Figure 1. Sequential cells grouped by signal name (run 1).
Bar = 20 µm. Other sequential cells in the stronger gray, the rest of the logic in the fainter gray.
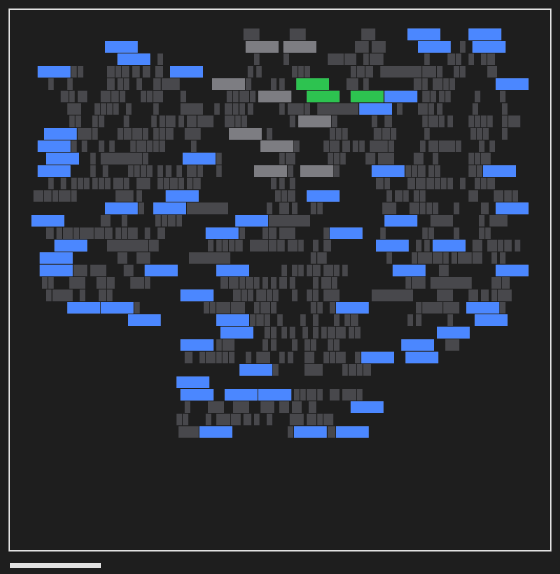
Figure 2. Clock wires, drivers and flops (run 1).
Bar = 20 µm.
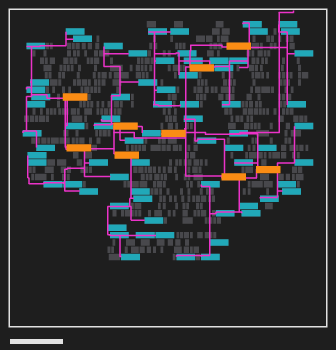
Figure 3. Signal metal coverage by tile (run 1).
24 x 24 tiles, from dark blue (low) to red (high), scaled to the fullest tile. Values are wire area over tile area, all layers added.
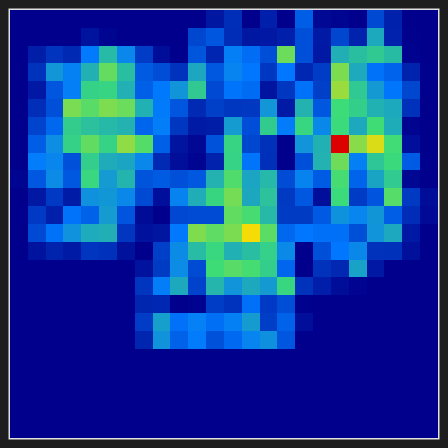
Figure 4. Sizing map (run 1).
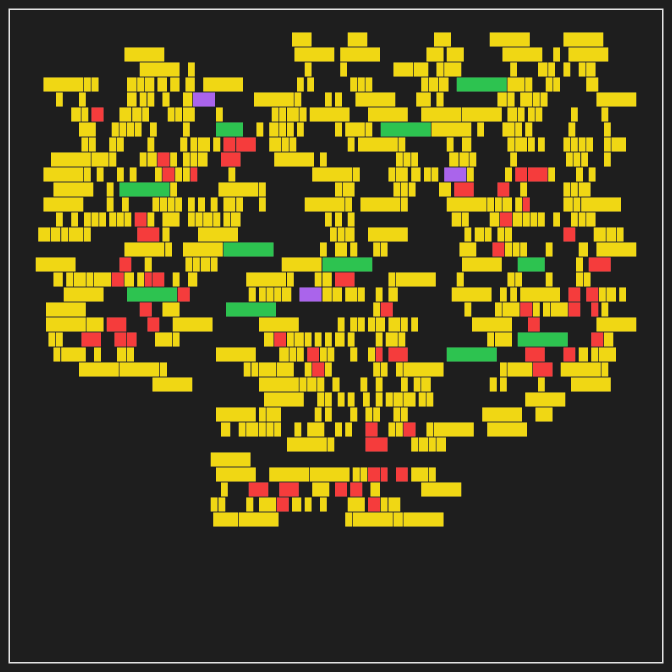
### src/rtl/btn_pkg.sv
// Shared constants and helpers for the push-button front end (btn_conditioner).
package btn_pkg;

  localparam int N_BTN      = 3;
  localparam int BTN_IDX_A  = 2;
  localparam int BTN_IDX_B  = 1;
  localparam int BTN_IDX_OP = 0;

  localparam int DEBOUNCE_CYCLES_DEF = 1000000;
  localparam int REPEAT_CYCLES_DEF   = 50000000;

  typedef logic [N_BTN-1:0] btn_vec_t;

  // True when two or more bits of v are set.
  function automatic logic multi_hot(input btn_vec_t v);
    return (v & (v - btn_vec_t'(1))) != '0;
  endfunction

endpackage

### src/rtl/btn_debounce.sv
// One button channel: 2-FF synchronizer, stability counter, registered press pulse.
// Optional auto-repeat while held when BTN_AUTOREPEAT_EN is defined.
module btn_debounce #(
  parameter int DEBOUNCE_CYCLES = 4,
  parameter int REPEAT_CYCLES   = 8
) (
  input  logic clk,
  input  logic reset,
  input  logic raw_i,
  output logic p_o
);

  localparam int CW = $clog2(DEBOUNCE_CYCLES);
  localparam logic [CW-1:0] CNT_MAX = CW'(DEBOUNCE_CYCLES - 1);

  if (DEBOUNCE_CYCLES < 2) begin : g_deb_chk
    $error("btn_debounce: DEBOUNCE_CYCLES must be >= 2");
  end
  if (REPEAT_CYCLES < 2) begin : g_rep_chk
    $error("btn_debounce: REPEAT_CYCLES must be >= 2");
  end

  logic          s1_q, s2_q;
  logic          d_q, d_d;
  logic [CW-1:0] cnt_q, cnt_d;
  logic          p_q, p_d;
  logic          rise;

  always_comb begin
    d_d   = d_q;
    cnt_d = cnt_q;
    if (s2_q == d_q) begin
      cnt_d = '0;
    end else if (cnt_q == CNT_MAX) begin
      d_d   = s2_q;
      cnt_d = '0;
    end else begin
      cnt_d = cnt_q + CW'(1);
    end
  end

  // Only the 0->1 transition of the debounced level is a press.
  assign rise = ~d_q & d_d;

`ifdef BTN_AUTOREPEAT_EN
  localparam int RW = $clog2(REPEAT_CYCLES);
  localparam logic [RW-1:0] RCNT_MAX = RW'(REPEAT_CYCLES - 1);

  logic [RW-1:0] rcnt_q, rcnt_d;
  logic          rep;

  always_comb begin
    rep    = 1'b0;
    rcnt_d = '0;
    if (d_q) begin
      if (rcnt_q == RCNT_MAX) begin
        rep = 1'b1;
      end else begin
        rcnt_d = rcnt_q + RW'(1);
      end
    end
  end

  always_ff @(posedge clk) begin
    if (reset) rcnt_q <= '0;
    else       rcnt_q <= rcnt_d;
  end

  assign p_d = rise | rep;
`else
  assign p_d = rise;
`endif

  always_ff @(posedge clk) begin
    if (reset) begin
      s1_q  <= 1'b0;
      s2_q  <= 1'b0;
      d_q   <= 1'b0;
      cnt_q <= '0;
      p_q   <= 1'b0;
    end else begin
      s1_q  <= raw_i;
      s2_q  <= s1_q;
      d_q   <= d_d;
      cnt_q <= cnt_d;
      p_q   <= p_d;
    end
  end

  assign p_o = p_q;

endmodule

### src/rtl/btn_conditioner.sv
// Three debounced button channels feeding a mutually exclusive load-strobe stage.
// Auto-repeat is enabled by defining BTN_AUTOREPEAT_EN.
module btn_conditioner
  import btn_pkg::*;
#(
  parameter int DEBOUNCE_CYCLES = DEBOUNCE_CYCLES_DEF,
  parameter int REPEAT_CYCLES   = REPEAT_CYCLES_DEF
) (
  input  logic clk,
  input  logic reset,
  input  logic btn_A_raw,
  input  logic btn_B_raw,
  input  logic btn_Op_raw,
  output logic btn_A,
  output logic btn_B,
  output logic btn_Op,
  output logic collision
);

  btn_vec_t raw;
  btn_vec_t p;
  btn_vec_t strobe_d;
  logic     collision_d;

  assign raw = {btn_A_raw, btn_B_raw, btn_Op_raw};

  for (genvar i = 0; i < N_BTN; i++) begin : g_ch
    btn_debounce #(
      .DEBOUNCE_CYCLES(DEBOUNCE_CYCLES),
      .REPEAT_CYCLES  (REPEAT_CYCLES)
    ) u_debounce (
      .clk  (clk),
      .reset(reset),
      .raw_i(raw[i]),
      .p_o  (p[i])
    );
  end

  // Coinciding presses are dropped entirely rather than arbitrated.
  always_comb begin
    collision_d = multi_hot(p);
    strobe_d    = collision_d ? '0 : p;
  end

  assign btn_A     = strobe_d[BTN_IDX_A];
  assign btn_B     = strobe_d[BTN_IDX_B];
  assign btn_Op    = strobe_d[BTN_IDX_OP];
  assign collision = collision_d;

endmodule

### config.mk
export PLATFORM = sky130hd
export DESIGN_NAME = btn_conditioner
export DESIGN_NICKNAME = d
export VERILOG_FILES = /design/src/rtl/btn_pkg.sv /design/src/rtl/btn_debounce.sv /design/src/rtl/btn_conditioner.sv
export SDC_FILE = /design/constraint.sdc
export NUM_CORES = 1
export LEC_CHECK = 0
export ABC_AREA = 1
export CAP_MARGIN = 20
export CORE_MARGIN = 3
export CORE_UTILIZATION = 30
export CTS_CLUSTER_DIAMETER = 40
export DETAILED_ROUTE_END_ITERATION = 12
export PLACE_DENSITY = 0.51
export SETUP_SLACK_MARGIN = 0.3
export SYNTH_ARGS = -nofsm -noshare
export SYNTH_HDL_FRONTEND = slang
export SYNTH_HIERARCHICAL = 1
export SYNTH_SLANG_ARGS = --single-unit
### constraint.sdc
create_clock -name clk -period 2.4 [get_ports clk]
set_input_delay 0.72 -clock clk [delete_from_list [all_inputs] [get_ports clk]]
set_output_delay 0.72 -clock clk [all_outputs]
set_load 0.01 [all_outputs]
==> report_table.html, run 1 <==
<h2>Implementation results</h2>
<table>
<tr><th>Metric</th><th>Value</th></tr>
<tr><th colspan="2">Clock tree</th></tr>
<tr><td>Cell resize tally after clock tree synthesis</td><td>4</td></tr>
<tr><td>Number of hold-repair buffers added at the cts stage</td><td>0</td></tr>
<tr><td>Root buffer cell</td><td>clkbuf_16</td></tr>
<tr><td>Total clock buffers created by CTS</td><td>9</td></tr>
<tr><th colspan="2">Synthesis</th></tr>
<tr><td>Proportion of register bits with asynchronous set or reset after synthesis</td><td>0%</td></tr>
<tr><td>Count of warnings emitted by yosys</td><td>6</td></tr>
<tr><td>Register area share after synthesis</td><td>38.1%</td></tr>
<tr><td>Area share of xor/xnor cells in the synthesized design</td><td>4.87%</td></tr>
<tr><td>Post-Synthesis Mean Instance Area</td><td>6.80 µm²</td></tr>
<tr><td>Area fraction in compound gates after synthesis</td><td>4.70%</td></tr>
<tr><td>Number of nets at floorplan</td><td>564</td></tr>
<tr><td>Instance tally after logic synthesis</td><td>556</td></tr>
<tr><td>Synth area leaders</td><td>dfxtp_1 (38%), nand2_1 (13%), nor2_1 (11%)</td></tr>
<tr><th colspan="2">Worst setup path</th></tr>
<tr><td>Critical Path Sink</td><td>btn_A</td></tr>
<tr><td>WP buf/inv</td><td>1</td></tr>
<tr><td>Slowest stage cell, crit path</td><td>dfxtp_1</td></tr>
<tr><td>End of the worst register-to-register path</td><td>g_ch[0].u_debounce/cnt_q[12]$_SDFF_PP0_</td></tr>
<tr><td>Family of cells with the greatest summed delay on the critical path</td><td>flip-flops</td></tr>
<tr><td>Launch point of the critical path</td><td>g_ch[2].u_debounce/p_o$_SDFF_PP0_</td></tr>
<tr><td>Crit start category</td><td>flip-flop</td></tr>
<tr><th colspan="2">Layout</th></tr>
<tr><td>Number of non-clock inverters</td><td>73</td></tr>
<tr><td>Fraction of final layout cells sized beyond drive strength 1</td><td>12.5%</td></tr>
<tr><td>Layout overhead on the synthesized area</td><td>13.6%</td></tr>
<tr><td>Util after Layout</td><td>35.3%</td></tr>
<tr><td>Combinational cell area excluding buffers and inverters</td><td>0.00203 mm²</td></tr>
<tr><td>FFs &amp; Latches</td><td>72</td></tr>
<tr><td>FF+latch area</td><td>0.00144 mm²</td></tr>
<tr><th colspan="2">Final timing</th></tr>
<tr><td>Fin crit period</td><td>1910 ps</td></tr>
<tr><td>Total negative setup slack</td><td>0 ps</td></tr>
<tr><td>Worst slew margin relative to its limit</td><td>79.1%</td></tr>
<tr><td>Final setup violation count</td><td>0</td></tr>
<tr><td>Max Slew Vio Count</td><td>0</td></tr>
<tr><td>Setup WS post-layout</td><td>489 ps</td></tr>
<tr><th colspan="2">Power and ir drop</th></tr>
<tr><td>Power dissipated in sequential cells</td><td>1210 µW</td></tr>
<tr><td>Power Total</td><td>2420 µW</td></tr>
<tr><td>Relative contribution of sequential cells to total power</td><td>49.8%</td></tr>
<tr><td>Part of the total power dissipated in the clock network</td><td>48.9%</td></tr>
<tr><td>Max VDD drop</td><td>0.000338 V</td></tr>
<tr><th colspan="2">Global routing</th></tr>
<tr><td>Met3 Resource Use GR</td><td>2.92%</td></tr>
<tr><td>Vias in the first global route</td><td>3,078</td></tr>
<tr><td>M2 GR Usage</td><td>19.6%</td></tr>
<tr><td>Global-route wire length before repair</td><td>13,600 µm</td></tr>
<tr><th colspan="2">Worst hold path</th></tr>
<tr><td>Worst Hold Path EP</td><td>g_ch[0].u_debounce/s2_q$_SDFF_PP0_</td></tr>
<tr><td>Class of the tightest hold or removal check</td><td>reg2reg</td></tr>
<tr><th colspan="2">Route</th></tr>
<tr><td>Met2 routed WL</td><td>3630 µm</td></tr>
<tr><td>Via-per-instance ratio</td><td>4.39</td></tr>
<tr><th colspan="2">Floorplanning</th></tr>
<tr><td>Width of the die</td><td>118 µm</td></tr>
<tr><td>I/O Pins</td><td>9</td></tr>
<tr><th colspan="2">Status</th></tr>
<tr><td>Run status</td><td>finished, final reports clean</td></tr>
</table>
Back to the opening pictures, Figure 1:
legend:
  g_ch.u_debounce/cnt_q:
    color: blue
    placed_flops: 60
  g_ch.u_debounce/p_o:
    color: green
    placed_flops: 3
not colored: 9

Back to the opening pictures, Figure 2:
legend:
  clock wires:
    color: magenta
    length: 984 µm
  clock drivers:
    color: orange
    count: 9
  flip-flops:
    color: cyan
    count: 72
routed clock nets: 10

Back to the opening pictures, Figure 3:
densest ninth of the die: center
fullest tile: 0.57
emptiest ninth of the die: lower right
mean over tiles: 0.083

Back to the opening pictures, Figure 4:
legend:
  _2 cells:
    color: red
    cells: 58
    share: 10%
  _3 and _4 cells:
    color: purple
    cells: 3
    share: 0.52%
  _0 and _1 cells:
    color: yellow
    cells: 502
    share: 87%
  _6 and larger:
    color: green
    cells: 11
    share: 1.9%

==> run 2, diff against run 1 <==
PLACE_DENSITY = 0.52   (was 0.51)
clock period = 1.6 ns   (was 2.4 ns; I/O delays follow)
==> run 2 against run 1 <==
  * Flip-flop count did not move
  * Synthesized cell count did not move
  * Sequential share of layout area fell by 3.6 points
  * Via count rose by 8.5%
  * Setup slack got worse by 370 ps
  * Sequential power rose by 49%
  * Non-clock buffer count rose by 18
  * Final area rose by 18%
  * Critical path depth rose by 1
  * Register-to-register slack got worse by 670 ps
  * Hold slack improved by 2.4 ps
  * Core utilization rose by 6.3 points
  * Critical endpoint is now btn_Op
==> report_table.html, run 2 <==
<h2>Implementation results</h2>
<table>
<tr><th>Metric</th><th>Value</th></tr>
<tr><th colspan="2">Status</th></tr>
<tr><td>Run status</td><td>finished, final reports clean</td></tr>
<tr><th colspan="2">Layout</th></tr>
<tr><td>Util after Layout</td><td>41.6% (+6.3 points)</td></tr>
<tr><td>Highest-count logic cell in the final layout</td><td>nand2_1</td></tr>
<tr><td>Count of nets after finishing</td><td>606</td></tr>
<tr><td>Clock buf/inv share</td><td>5.57%</td></tr>
<tr><td>Area-dominant cell class after layout</td><td>combinational gates</td></tr>
<tr><td>Fraction of final layout cells sized beyond drive strength 1</td><td>34.5% (+22 points)</td></tr>
<tr><td>Number of non-clock inverters</td><td>73 (unchanged)</td></tr>
<tr><td>FF+latch area</td><td>0.00152 mm² (+5.2%)</td></tr>
<tr><td>Fraction of area in multi-input gates</td><td>50.8%</td></tr>
<tr><td>FFs &amp; Latches</td><td>72 (unchanged)</td></tr>
<tr><td>Sequential share of cell area</td><td>30.0%</td></tr>
<tr><td>Final cell area excluding filler cells</td><td>0.00505 mm²</td></tr>
<tr><td>Combinational cell area excluding buffers and inverters</td><td>0.00257 mm² (+27%)</td></tr>
<tr><td>Non-filler cells, final</td><td>771</td></tr>
<tr><td>Layout overhead on the synthesized area</td><td>33.8%</td></tr>
<tr><th colspan="2">Power and ir drop</th></tr>
<tr><td>Clk. pwr</td><td>1910 µW</td></tr>
<tr><td>Comb. pwr</td><td>80.8 µW</td></tr>
<tr><td>Max VDD drop</td><td>0.000756 V (+120%)</td></tr>
<tr><td>Relative contribution of sequential cells to total power</td><td>47.4% (-2.4 points)</td></tr>
<tr><td>Part of the total power dissipated in the clock network</td><td>50.4% (+1.5 points)</td></tr>
<tr><td>Power dissipated in sequential cells</td><td>1800 µW (+49%)</td></tr>
<tr><td>Power Total</td><td>3790 µW (+57%)</td></tr>
<tr><th colspan="2">Final timing</th></tr>
<tr><td>Max Slew Vio Count</td><td>0 (unchanged)</td></tr>
<tr><td>Share of the clock period used by the worst path after layout</td><td>92.5%</td></tr>
<tr><td>Setup WS post-layout</td><td>121 ps (-369 ps)</td></tr>
<tr><td>Post-route clock skew</td><td>6.27 ps</td></tr>
<tr><td>Total negative setup slack</td><td>0 ps (unchanged)</td></tr>
<tr><td>Final setup violation count</td><td>0 (unchanged)</td></tr>
<tr><td>Worst slew margin relative to its limit</td><td>78.1% (-1.0 points)</td></tr>
<tr><td>Fin crit period</td><td>1480 ps</td></tr>
<tr><th colspan="2">Worst hold path</th></tr>
<tr><td>Worst Hold Path EP</td><td>g_ch[1].u_debounce/s2_q$_SDFF_PP0_</td></tr>
<tr><td>Class of the tightest hold or removal check</td><td>reg2reg</td></tr>
<tr><th colspan="2">Synthesis</th></tr>
<tr><td>Area fraction in compound gates after synthesis</td><td>4.70% (unchanged)</td></tr>
<tr><td>Count of warnings emitted by yosys</td><td>6 (unchanged)</td></tr>
<tr><td>Post-Synthesis Mean Instance Area</td><td>6.80 µm² (unchanged)</td></tr>
<tr><td>Proportion of register bits with asynchronous set or reset after synthesis</td><td>0% (unchanged)</td></tr>
<tr><td>Number of nets at floorplan</td><td>564 (unchanged)</td></tr>
<tr><td>Instance tally after logic synthesis</td><td>556 (unchanged)</td></tr>
<tr><td>Synth area leaders</td><td>dfxtp_1 (38%), nand2_1 (13%), nor2_1 (11%)</td></tr>
<tr><td>Register area share after synthesis</td><td>38.1% (unchanged)</td></tr>
<tr><td>Area share of xor/xnor cells in the synthesized design</td><td>4.87% (unchanged)</td></tr>
<tr><th colspan="2">Floorplanning</th></tr>
<tr><td>Width of the die</td><td>118 µm (unchanged)</td></tr>
<tr><td>Effective utilization at floorplan</td><td>31.1%</td></tr>
<tr><td>I/O Pins</td><td>9 (unchanged)</td></tr>
<tr><th colspan="2">Worst setup path</th></tr>
<tr><td>Crit start category</td><td>flip-flop</td></tr>
<tr><td>End of the worst register-to-register path</td><td>g_ch[2].u_debounce/cnt_q[16]$_SDFF_PP0_</td></tr>
<tr><td>Launch point of the critical path</td><td>g_ch[0].u_debounce/p_o$_SDFF_PP0_</td></tr>
<tr><td>Slowest stage cell, crit path</td><td>dfxtp_2</td></tr>
<tr><td>WP buf/inv</td><td>2 (+1)</td></tr>
<tr><td>Family of cells with the greatest summed delay on the critical path</td><td>flip-flops</td></tr>
<tr><td>Critical Path Sink</td><td>btn_Op</td></tr>
<tr><th colspan="2">Place</th></tr>
<tr><td>Worst-case setup slack after placement</td><td>-161 ps</td></tr>
<tr><th colspan="2">Route</th></tr>
<tr><td>Met2 routed WL</td><td>4840 µm (+33%)</td></tr>
<tr><td>ANT nets after route</td><td>0</td></tr>
<tr><td>Via-per-instance ratio</td><td>4.58 (+4.4%)</td></tr>
<tr><th colspan="2">Global routing</th></tr>
<tr><td>Vias in the first global route</td><td>3,299 (+7.2%)</td></tr>
<tr><td>Global-route wire length before repair</td><td>14,800 µm (+9.4%)</td></tr>
<tr><td>Met3 Resource Use GR</td><td>3.21% (+0.29 points)</td></tr>
<tr><td>M2 GR Usage</td><td>22.3% (+2.8 points)</td></tr>
<tr><td>Maximum number of pins on one net before global-route repair</td><td>12</td></tr>
<tr><th colspan="2">Clock tree</th></tr>
<tr><td>Cell resize tally after clock tree synthesis</td><td>60 (+56)</td></tr>
<tr><td>Total clock buffers created by CTS</td><td>9 (unchanged)</td></tr>
<tr><td>Root buffer cell</td><td>clkbuf_16</td></tr>
<tr><td>Number of hold-repair buffers added at the cts stage</td><td>0 (unchanged)</td></tr>
</table>
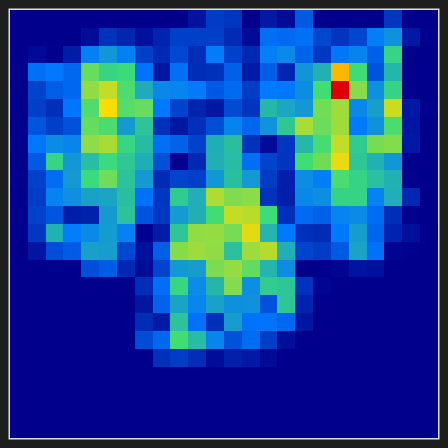
Figure 5: run 2, signal metal coverage by tile.
24 x 24 tiles, from dark blue (low) to red (high), scaled to the fullest tile. Values are wire area over tile area, all layers added.
overall via count from detail_route: 3,533
average routed wire per standard cell: 11.9 µm
Total Routing Usage GR: 12.6%
Total Routed Length: 9170 µm

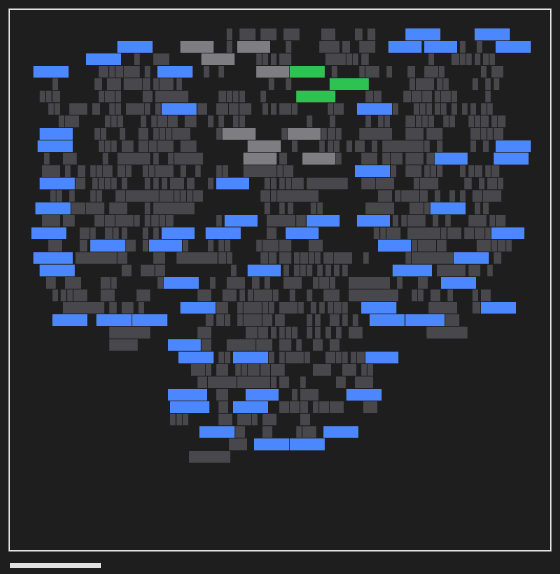
Figure 6: run 2, sequential cells grouped by signal name.
Bar = 20 µm. Other sequential cells in the stronger gray, the rest of the logic in the fainter gray.
legend:
  g_ch.u_debounce/cnt_q:
    color: blue
    placed_flops: 60
    where: spread over the die
  g_ch.u_debounce/p_o:
    color: green
    placed_flops: 3
not colored: 9

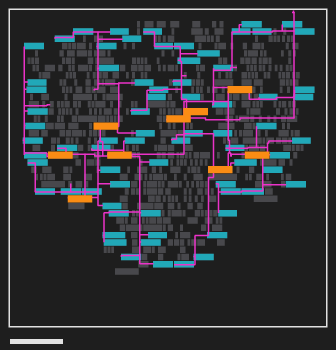
Figure 7: run 2, clock wires, drivers and flops.
Bar = 20 µm.
legend:
  flip-flops:
    color: cyan
    count: 72
  clock drivers:
    color: orange
    count: 9
  clock wires:
    color: magenta
    length: 990 µm
routed clock nets: 10

Power and IR drop assume default switching activity.
